Design shapool_job_ctrl_flat, sky130hd; sources not shown.
wire_density.png
The die is cut into 32 by 32 equal tiles; dark purple is low, yellow is high, scaled to the fullest tile. Values are wire area over tile area, all layers added.
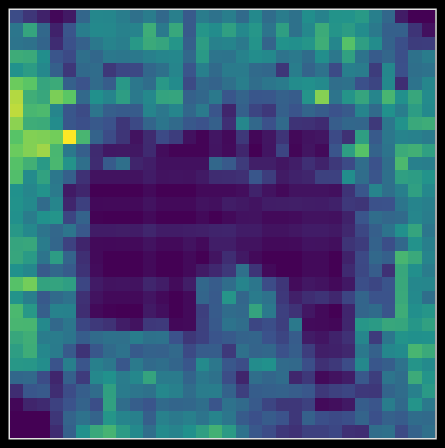
nearly empty tiles: 5.3%
mean over tiles: 0.14
emptiest ninth of the die: centre
fullest tile: 0.49
tiles over half the peak: 15%
routed length per placed instance: 20.0 um
via count: 17900
drt total wl: 90.6 mm

final_clocks.png
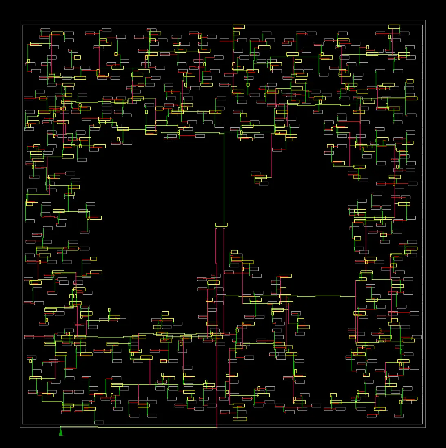
clk pwr: 7180 uW
Clock Latency Late Sink: 700 ps
total CTS buffers: 158
seq_cells: 448
clk sink count: 448

registers.png
Bar = 100 um. Other sequential cells in the stronger grey, the rest of the logic in the fainter grey.
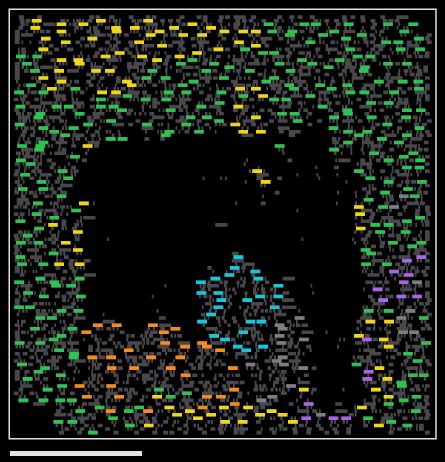
legend:
  `u_core.pool_difficulty_bm`:
    colour: purple
    sequential_cells: 16
  `u_core.u_scan_timer.period`:
    colour: cyan
    sequential_cells: 26
  `u_core.pool_message_head`:
    colour: yellow
    sequential_cells: 96
    where: spread over the die
  `u_core.host.result_nonce`:
    colour: orange
    sequential_cells: 32
  `u_core.pool_sha_state`:
    colour: green
    sequential_cells: 256
    where: spread over the die
not coloured: 22
Seq/total area: 28.6%
Sequential Area: 8970 sq um

==> Changelog: implementation <==
### Changed

- Worst path depth: 7
- Final WS setup: 2020 ps
- Net Count, Synth: 2478
- Post-Syn Instances: 2055
- Tmin final: 4380 ps
- Post-CTS Setup Bufs: 0
- Port Buf Inserts: 825
- Antenna-violating nets left: 0
- # hold bufs at CTS: 0
- #FFs+latches synth: 448
- Crit end category: register
- Setup CP Type: input port to register
- Most frequent CP cell: clkbuf_1
- Initial antenna violation count: 22
- CP startpoint kind: input port
- Seq share, synth: 55.2%
- Pre-CTS WS: 908 ps
- Fin crit share: 68.4%
- Status: completed
- Max Freq: 228 MHz
- R2R Setup Slk: 2710 ps
- Grt ovf: 0
- Die W: 323 um
- Vias in the first global route: 18900
- Class of the worst hold path: register to register
## layout make-up
| type | instances | area, sq um |
|---|---|---|
| clock buffers | 243 | 4800 |
| flip-flops and latches | 448 | 8970 |
| plain buffers | 142 | 542 |
| repair buffers | 825 | 8260 |
| diodes | 6 | 15.0 |
| well taps | 1368 | 1710 |
| fillers | 11900 | 69900 |
| inverters | 13 | 48.8 |
| multi-input cells | 1452 | 6690 |
| clock inverters | 35 | 318 |
## power breakdown
group	internal (uW)	switching, uW
combinational	569	1000
sequential	2950	75.1
clock	5090	2080
total	8610	3160
## worst reg2reg max path: cells and delay by family (launching register included)
| family | cells | cell delay, ps |
|---|---|---|
| AND/OR/NAND/NOR | 2 | 530 |
| flip-flops | 1 | 320 |
| AND-OR/OR-AND | 1 | 200 |
| adder cells (fa/ha/maj) | 1 | 250 |
| buffers and inverters | 4 | 2270 |
## layer usage
metal  vias up  track usage [%]  share of wire [%]
li1       8763                -                  -
met1      8279             18.3                 39
met2       689             28.9                 48
met3       171             7.53                9.8
met4        24             6.02                2.6
met5         -                0               0.18
## per-stage QoR
stage / total power, uW / cell area, sq um / std cells
2_1_floorplan: 3870 / 16300 / 2055
3_3_place_gp: 4670 / 26200 / 4248
6_report: 11800 / 31400 / 4532
3_5_place_dp: 4670 / 26200 / 4248
4_1_cts: 12000 / 31300 / 4526
5_1_grt: 12200 / 31300 / 4528
## cells in the final DEF (no fill, tap or decap), types with 14 or more instances in the layout
cell type          n
a21oi_1          389
clkbuf_1         169
clkbuf_16        163
clkbuf_8          42
clkdlybuf4s50_1  825
clkinv_2          25
dfxtp_1          448
nand2_1          804
nand3_1           17
nand4_1           19
nor2_1            45
o21ai_0           32
xnor2_1           14
xor2_1            36
## logic make-up (layout without fill, tap and decap cells)
| logic type | count (synthesis) | count (layout) | share of synthesized area, % |
|---|---|---|---|
| AND/OR/NAND/NOR | 943 | 943 | 23.6 |
| flip-flops | 448 | 448 | 55.2 |
| AND-OR/OR-AND | 446 | 446 | 14.0 |
| buffers and inverters | 155 | 1258 | 3.63 |
| XOR/XNOR | 50 | 50 | 2.69 |
| adder cells (fa/ha/maj) | 9 | 9 | 0.693 |
| multiplexers | 4 | 4 | 0.254 |
| other | 0 | 6 | 0 |
Power is estimated from default activity; no workload was simulated.
